===== src/rtl/uart_pkg.sv =====
// Shared types and constants for the uart transmit arbiter.
package uart_pkg;

   // One uart word.
   typedef logic signed [15:0] num;

   // Sync byte carried in the upper half of every frame header.
   localparam logic [7:0] HEADER_SYNC = 8'hA5;

   // Arbiter sequencing states.
   typedef enum logic [2:0] {
      IDLE      = 3'd0,
      LAUNCH    = 3'd1,
      WAIT_BUSY = 3'd2,
      WAIT_DONE = 3'd3,
      DONE      = 3'd4
   } arb_state;

   // Builds the frame header for a client index.
   function automatic num make_header(input logic [7:0] idx);
      return {HEADER_SYNC, idx};
   endfunction

endpackage


===== src/rtl/uart_tx_arbiter_if.sv =====
// Bundle of client handshake and uart launch signals around the arbiter.
interface uart_tx_arbiter_if import uart_pkg::*; #(
   parameter int n_clients      = 4,
   parameter int n_payload_nums = 1
);
   logic [n_clients-1:0]                        req;
   num   [n_clients-1:0][n_payload_nums-1:0]    payload;
   logic [n_clients-1:0]                        grant;
   logic [n_clients-1:0]                        ack;
   logic                                        err;
   logic                                        send_data;
   num   [n_payload_nums:0]                     tx_nums;
   logic                                        tx_ready;

   // The arbiter side.
   modport master (
      input  req, payload, tx_ready,
      output grant, ack, err, send_data, tx_nums
   );

   // Clients plus uart side.
   modport slave (
      output req, payload, tx_ready,
      input  grant, ack, err, send_data, tx_nums
   );
endinterface


===== src/rtl/uart_tx_arbiter_rr_arbiter.sv =====
// Combinational round-robin selector: first requester at or after ptr wins.
module rr_arbiter #(
   parameter int n_clients = 4,
   parameter int idx_w     = (n_clients > 1) ? $clog2(n_clients) : 1
) (
   input  logic [n_clients-1:0] req,
   input  logic [idx_w-1:0]     ptr,
   output logic [n_clients-1:0] winner,
   output logic                 valid
);

   logic [idx_w:0]   sum_s;
   logic [idx_w-1:0] idx_s;

   // Walk the requesters starting at the pointer, wrapping modulo n_clients.
   always_comb begin
      winner = '0;
      valid  = 1'b0;
      sum_s  = '0;
      idx_s  = '0;
      for (int i = 0; i < n_clients; i++) begin
         sum_s = {1'b0, ptr} + (idx_w+1)'(i);
         if (sum_s >= (idx_w+1)'(n_clients)) begin
            sum_s = sum_s - (idx_w+1)'(n_clients);
         end else begin
            sum_s = sum_s;
         end
         idx_s = sum_s[idx_w-1:0];
         if (!valid && req[idx_s]) begin
            winner[idx_s] = 1'b1;
            valid         = 1'b1;
         end else begin
            valid = valid;
         end
      end
   end

endmodule


===== src/rtl/uart_tx_arbiter.sv =====
// Shares one uart transmit path among n_clients requesters, round-robin,
// prefixing each payload with a client header and tracking the uart handshake.
module uart_tx_arbiter import uart_pkg::*; #(
   parameter int n_clients      = 4,
   parameter int n_payload_nums = 1,
   parameter int timeout_cycles = 65535
) (
   input logic               clk,
   input logic               reset,
   uart_tx_arbiter_if.master bus
);

   localparam int idx_w = (n_clients > 1) ? $clog2(n_clients) : 1;

   arb_state                  state_r, state_s;
   logic [n_clients-1:0]      grant_r, grant_s;
   logic [n_clients-1:0]      ack_r, ack_s;
   logic                      err_r, err_s;
   logic                      send_r, send_s;
   num   [n_payload_nums:0]   tx_nums_r, tx_nums_s;
   logic [idx_w-1:0]          ptr_r, ptr_s;
   logic [idx_w-1:0]          gidx_r, gidx_s;
   logic [31:0]               cnt_r, cnt_s;
   logic [n_clients-1:0]      winner_s;
   logic                      win_valid_s;
   logic [idx_w-1:0]          widx_s;

   rr_arbiter #(
      .n_clients (n_clients),
      .idx_w     (idx_w)
   ) u_rr (
      .req    (bus.req),
      .ptr    (ptr_r),
      .winner (winner_s),
      .valid  (win_valid_s)
   );

   // Convert the one-hot winner into a binary client index.
   always_comb begin
      widx_s = '0;
      for (int i = 0; i < n_clients; i++) begin
         if (winner_s[i]) begin
            widx_s = idx_w'(i);
         end else begin
            widx_s = widx_s;
         end
      end
   end

   // Next-state and next-output logic for the frame sequencer.
   always_comb begin
      state_s   = state_r;
      grant_s   = grant_r;
      ack_s     = '0;
      err_s     = 1'b0;
      send_s    = 1'b0;
      tx_nums_s = tx_nums_r;
      ptr_s     = ptr_r;
      gidx_s    = gidx_r;
      cnt_s     = cnt_r;
      case (state_r)
         IDLE: begin
            if (bus.tx_ready && win_valid_s) begin
               tx_nums_s[0] = make_header(8'(widx_s));
               for (int k = 0; k < n_payload_nums; k++) begin
                  tx_nums_s[k+1] = bus.payload[widx_s][k];
               end
               grant_s = winner_s;
               gidx_s  = widx_s;
               send_s  = 1'b1;
               state_s = LAUNCH;
            end else begin
               state_s = IDLE;
            end
         end
         LAUNCH: begin
            state_s = WAIT_BUSY;
         end
         WAIT_BUSY: begin
            if (!bus.tx_ready) begin
               cnt_s   = 32'd0;
               state_s = WAIT_DONE;
            end else begin
               state_s = WAIT_BUSY;
            end
         end
         WAIT_DONE: begin
            cnt_s = cnt_r + 32'd1;
            // A tx_ready rise wins over a coincident timeout.
            if (bus.tx_ready) begin
               ack_s   = grant_r;
               state_s = DONE;
            end else if (cnt_r == 32'(timeout_cycles - 1)) begin
               err_s   = 1'b1;
               state_s = DONE;
            end else begin
               state_s = WAIT_DONE;
            end
         end
         DONE: begin
            grant_s = '0;
            if (gidx_r == idx_w'(n_clients - 1)) begin
               ptr_s = '0;
            end else begin
               ptr_s = gidx_r + 1'b1;
            end
            state_s = IDLE;
         end
         default: begin
            grant_s = '0;
            state_s = IDLE;
         end
      endcase
   end

   // State and output registers with synchronous reset.
   always_ff @(posedge clk) begin
      if (reset) begin
         state_r   <= IDLE;
         grant_r   <= '0;
         ack_r     <= '0;
         err_r     <= 1'b0;
         send_r    <= 1'b0;
         tx_nums_r <= '0;
         ptr_r     <= '0;
         gidx_r    <= '0;
         cnt_r     <= 32'd0;
      end else begin
         state_r   <= state_s;
         grant_r   <= grant_s;
         ack_r     <= ack_s;
         err_r     <= err_s;
         send_r    <= send_s;
         tx_nums_r <= tx_nums_s;
         ptr_r     <= ptr_s;
         gidx_r    <= gidx_s;
         cnt_r     <= cnt_s;
      end
   end

   assign bus.grant     = grant_r;
   assign bus.ack       = ack_r;
   assign bus.err       = err_r;
   assign bus.send_data = send_r;
   assign bus.tx_nums   = tx_nums_r;

endmodule


===== src/flat_wrapper.sv =====
// flat-port wrapper written by rule: the top's interface ports become plain ports
module uart_tx_arbiter_flat import uart_pkg::*;
#(
   parameter int n_clients      = 4,
   parameter int n_payload_nums = 1,
   parameter int timeout_cycles = 65535
)
  (clk, reset, bus_req, bus_payload, bus_tx_ready, bus_grant, bus_ack, bus_err, bus_send_data, bus_tx_nums);
  uart_tx_arbiter_if #(.n_clients(n_clients), .n_payload_nums(n_payload_nums)) bus_i ();
  input logic clk;
  input logic reset;
  input wire logic [$bits(bus_i.req)-1:0] bus_req;
  input wire logic [$bits(bus_i.payload)-1:0] bus_payload;
  input wire logic [$bits(bus_i.tx_ready)-1:0] bus_tx_ready;
  output wire logic [$bits(bus_i.grant)-1:0] bus_grant;
  output wire logic [$bits(bus_i.ack)-1:0] bus_ack;
  output wire logic [$bits(bus_i.err)-1:0] bus_err;
  output wire logic [$bits(bus_i.send_data)-1:0] bus_send_data;
  output wire logic [$bits(bus_i.tx_nums)-1:0] bus_tx_nums;
  assign bus_i.req = bus_req;
  assign bus_i.payload = bus_payload;
  assign bus_i.tx_ready = bus_tx_ready;
  assign bus_grant = bus_i.grant;
  assign bus_ack = bus_i.ack;
  assign bus_err = bus_i.err;
  assign bus_send_data = bus_i.send_data;
  assign bus_tx_nums = bus_i.tx_nums;
  uart_tx_arbiter #(.n_clients(n_clients), .n_payload_nums(n_payload_nums), .timeout_cycles(timeout_cycles)) u_core (.clk(clk), .reset(reset), .bus(bus_i));
endmodule

===== config.mk =====
export PLATFORM = sky130hd
export DESIGN_NAME = uart_tx_arbiter_flat
export DESIGN_NICKNAME = d
export VERILOG_FILES = /design/src/rtl/uart_pkg.sv /design/src/rtl/uart_tx_arbiter_if.sv /design/src/rtl/uart_tx_arbiter_rr_arbiter.sv /design/src/rtl/uart_tx_arbiter.sv /design/src/flat_wrapper.sv
export SDC_FILE = /design/constraint.sdc
export NUM_CORES = 1
export LEC_CHECK = 0
export CAP_MARGIN = 15
export CORE_MARGIN = 5
export CORE_UTILIZATION = 40
export CTS_BUF_LIST = sky130_fd_sc_hd__clkbuf_4 sky130_fd_sc_hd__clkbuf_8
export DETAILED_ROUTE_END_ITERATION = 8
export GPL_TIMING_DRIVEN = 0
export MAX_ROUTING_LAYER = met4
export PLACE_DENSITY = 0.77
export SKIP_CTS_REPAIR_TIMING = 1
export SLEW_MARGIN = 20
export SYNTH_ARGS = -nofsm -noshare
export SYNTH_HDL_FRONTEND = slang
export SYNTH_HIERARCHICAL = 1
export SYNTH_SLANG_ARGS = --single-unit

===== constraint.sdc =====
create_clock -name clk -period 5.5 [get_ports clk]
set_clock_uncertainty 0.15 [all_clocks]
set_input_delay 0.55 -clock clk [delete_from_list [all_inputs] [get_ports clk]]
set_output_delay 0.55 -clock clk [all_outputs]
set_load 0.005 [all_outputs]

==> images/wires.png <==
Scale bar: 20 um. Only two layers are drawn.
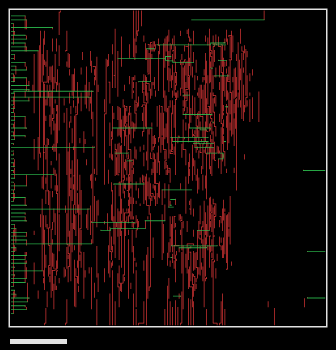
legend:
  green:
    layer: metal 3
    wire_length: 707 um
  red:
    layer: metal 2
    wire_length: 5480 um
routed len/inst: 15.1 um
Vias: 4070
overall routed net length: 11.2 mm
Total GRT Usage: 18.6%

==> images/cell_density.png <==
11 x 11 tiles, from black (low) to pale yellow (high), 0 to 100% covered.
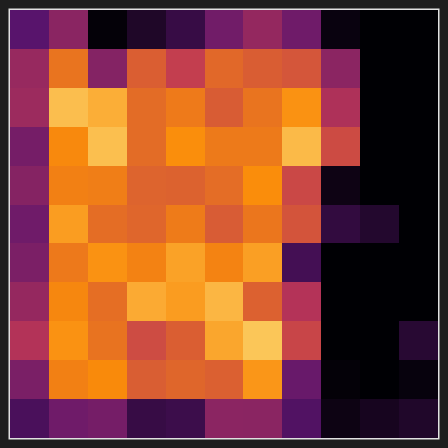
nearly empty tiles: 18%
densest ninth of the die: center
fullest tile: 88%
fp_density: 40.4%
placeable core region: 10100 um^2
final core utilization: 54.0%

==> images/flops_by_reg.png <==
Scale bar: 20 um. Other sequential cells in the stronger gray, the rest of the logic in the fainter gray.
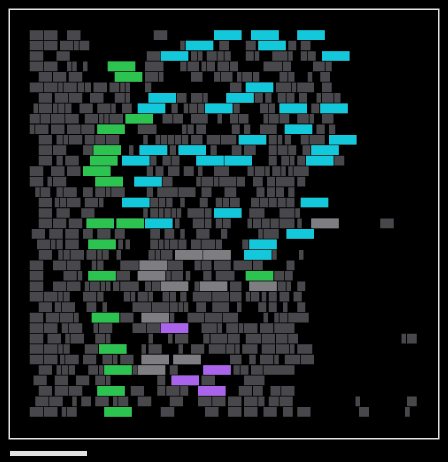
legend:
  green:
    netlist_name: `u_core/bus.tx_nums`
    flops: 18
  purple:
    netlist_name: `u_core/bus.ack`
    flops: 4
    where: bottom center
  cyan:
    netlist_name: `u_core/cnt_r`
    flops: 32
not colored: 12

==> images/placement_by_type.png <==
Scale bar: 20 um. Fill, decap, tap and diode cells in gray.
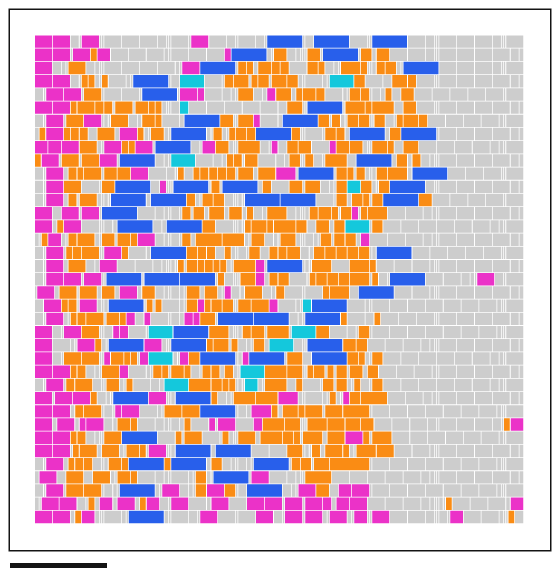
legend:
  cyan:
    class: clock drivers and dummy loads
    cells: 14
    share_of_their_area: 3.1%
  magenta:
    class: other buffers and delay cells
    cells: 148
    share_of_their_area: 24%
  blue:
    class: flops
    cells: 66
    share_of_their_area: 25%
  orange:
    class: combinational and other logic
    cells: 378
    share_of_their_area: 48%

==> ci_impl_report.md <==
### Metrics collected by this job

| Metric | Value |
|---|---|
| Run status | `complete, no violations` |
| Inserted Diodes | `0` |
| Floorplan die width | `around 110 um` |
| Yosys top cell by area | `dfxtp_1` |
| Top cell category | `logic gates` |
| Placed Instances | `about 730` |
| Number of flip-flops and latches | `about 66` |
| Hold endpoint | `u_core/bus.tx_nums[18]` |
| Filler cell count in the final layout | `between 900 and 1000` |
| Launch instance of the worst min-delay path | `u_core/bus.tx_nums[18]` |
| Gpl congestion | `0.879` |
| Length of routed met2 wiring | `about 5.5 mm` |
| Clock buffer count in the final layout | `11` |
| #MultiIn Comb | `371` |
| Upper clock frequency limit | `approximately 0.27 GHz` |
| Final Instance Count excl. Fillers | `742` |
| Grt met2 use | `31.2%` |
| R2R Path End | `u_core/bus.tx_nums[31]` |
| Power group with the highest consumption | `registers` |
| Cell Pwr Density | `between 200 and 250 nW/um^2` |
| Detailed router's first-iteration violation count | `213` |
| Largest type area fraction | `32.2%` |
| Share of layout cells above drive strength 1 | `a little under an eighth` |
| Switch Pwr | `around 0.36 mW` |
| Main logic family after synthesis | `simple AND/OR/NAND/NOR gates` |
| Cycle use final | `approximately two thirds` |
| Endpoint arrival time on the critical path | `about 3800 ps` |
| Max-slew headroom | `55.5%` |
| P&R area growth vs syn | `33.5%` |
| Repair and plain buffers | `between 100 and 150` |
| Well-Tap Cells | `roughly 140` |
| Area used by sequential logic in the layout | `roughly 1300 um^2` |
| Fraction of area in non-clock buffers | `a little under a quarter` |
| Post-synthesis instance area | `4100 um^2` |
| Setup Slack @ Placement | `1660 ps` |
| Number of DRC violations after detailed routing | `0` |
| Fraction of power spent switching nets | `between 20% and 30%` |
| Setup slack, reg-to-reg | `1730 ps` |
| MI comb area | `2520 um^2` |
| Combinational fraction of the cell area | `around 46%` |
| Reg2reg path depth | `14` |
| Startpoint-to-endpoint class of the critical path | `reg -> reg` |
| DR pass1 iterations | `4` |
| Proportion of register bits with asynchronous set or reset after synthesis | `0%` |
| Cell variety after synth | `roughly 55` |
| Num CTS Buffers | `9` |
| Most frequent standard cell in the layout excluding fill and tap cells | `clkdlybuf4s50_1` |
| Vias in the first global route | `~4100` |
| Number of sinks handled by clock tree synthesis | `between 60 and 70` |
| Gr busiest metal | `met2` |
| Post-synthesis chip area from yosys | `4100 um^2` |
| DRT antenna net count | `0` |
| Gate count of the mapped netlist | `483` |
| Post-layout nets | `683` |
| Total placed instance area | `around 5300 um^2` |
| Met1 Routed Length | `a little under 5 mm` |
| Register name with the most flops | `u_core/cnt_r` |
| Hold Path Stages | `2` |
| Leading post-synthesis cells by cell area | `dfxtp_1, mux2i_1, nor2_1` |
| Number of logged tool warnings | `32` |
| Buffering stage count on the worst path with inverters included | `5` |
| Cell area after layout | `roughly 5500 um^2` |
| Register share after synthesis | `around 32%` |
| Longest Clk Path Bufs | `2` |
| Number of max-slew violations in the final report | `0` |
| Hold WS | `~350 ps` |
| Power dissipated in sequential cells | `around 0.54 mW` |
| Max stage delay cell, worst path | `dfxtp_1` |
| Peak fanout along the critical path | `10` |
| Final setup violation count | `0` |
| Cell types with the highest counts after synthesis | `dfxtp_1, nor2_1, mux2i_1, nand2_1, a21oi_1` |
| CTS clock-pin slew for the worst setup and hold paths | `~70 ps` |
| Nature of the critical path startpoint | `flip-flop` |
| Number of flops mapped to enable cells by yosys | `0` |
| Worst Hold Class | `reg -> reg` |
| Non-clock inverter instance count of the final layout | `7` |
| Final critical path time including I/O delays and setup | `~3800 ps` |
| Combinational fraction of design power | `28.5%` |
| Crit path largest cell delay | `about 440 ps` |
| CTS tree | `done` |
| Clock network latency to the later pin of the worst-skew pair | `~340 ps` |
| Post-detailed-placement half-perimeter wirelength | `about 9 mm` |
| Sequential Power Share | `roughly 44%` |
| Required time worst endpoint | `about 5600 ps` |
| Worst supply voltage drop on vdd | `between 100 and 150 uV` |
Power and IR drop assume default switching activity.
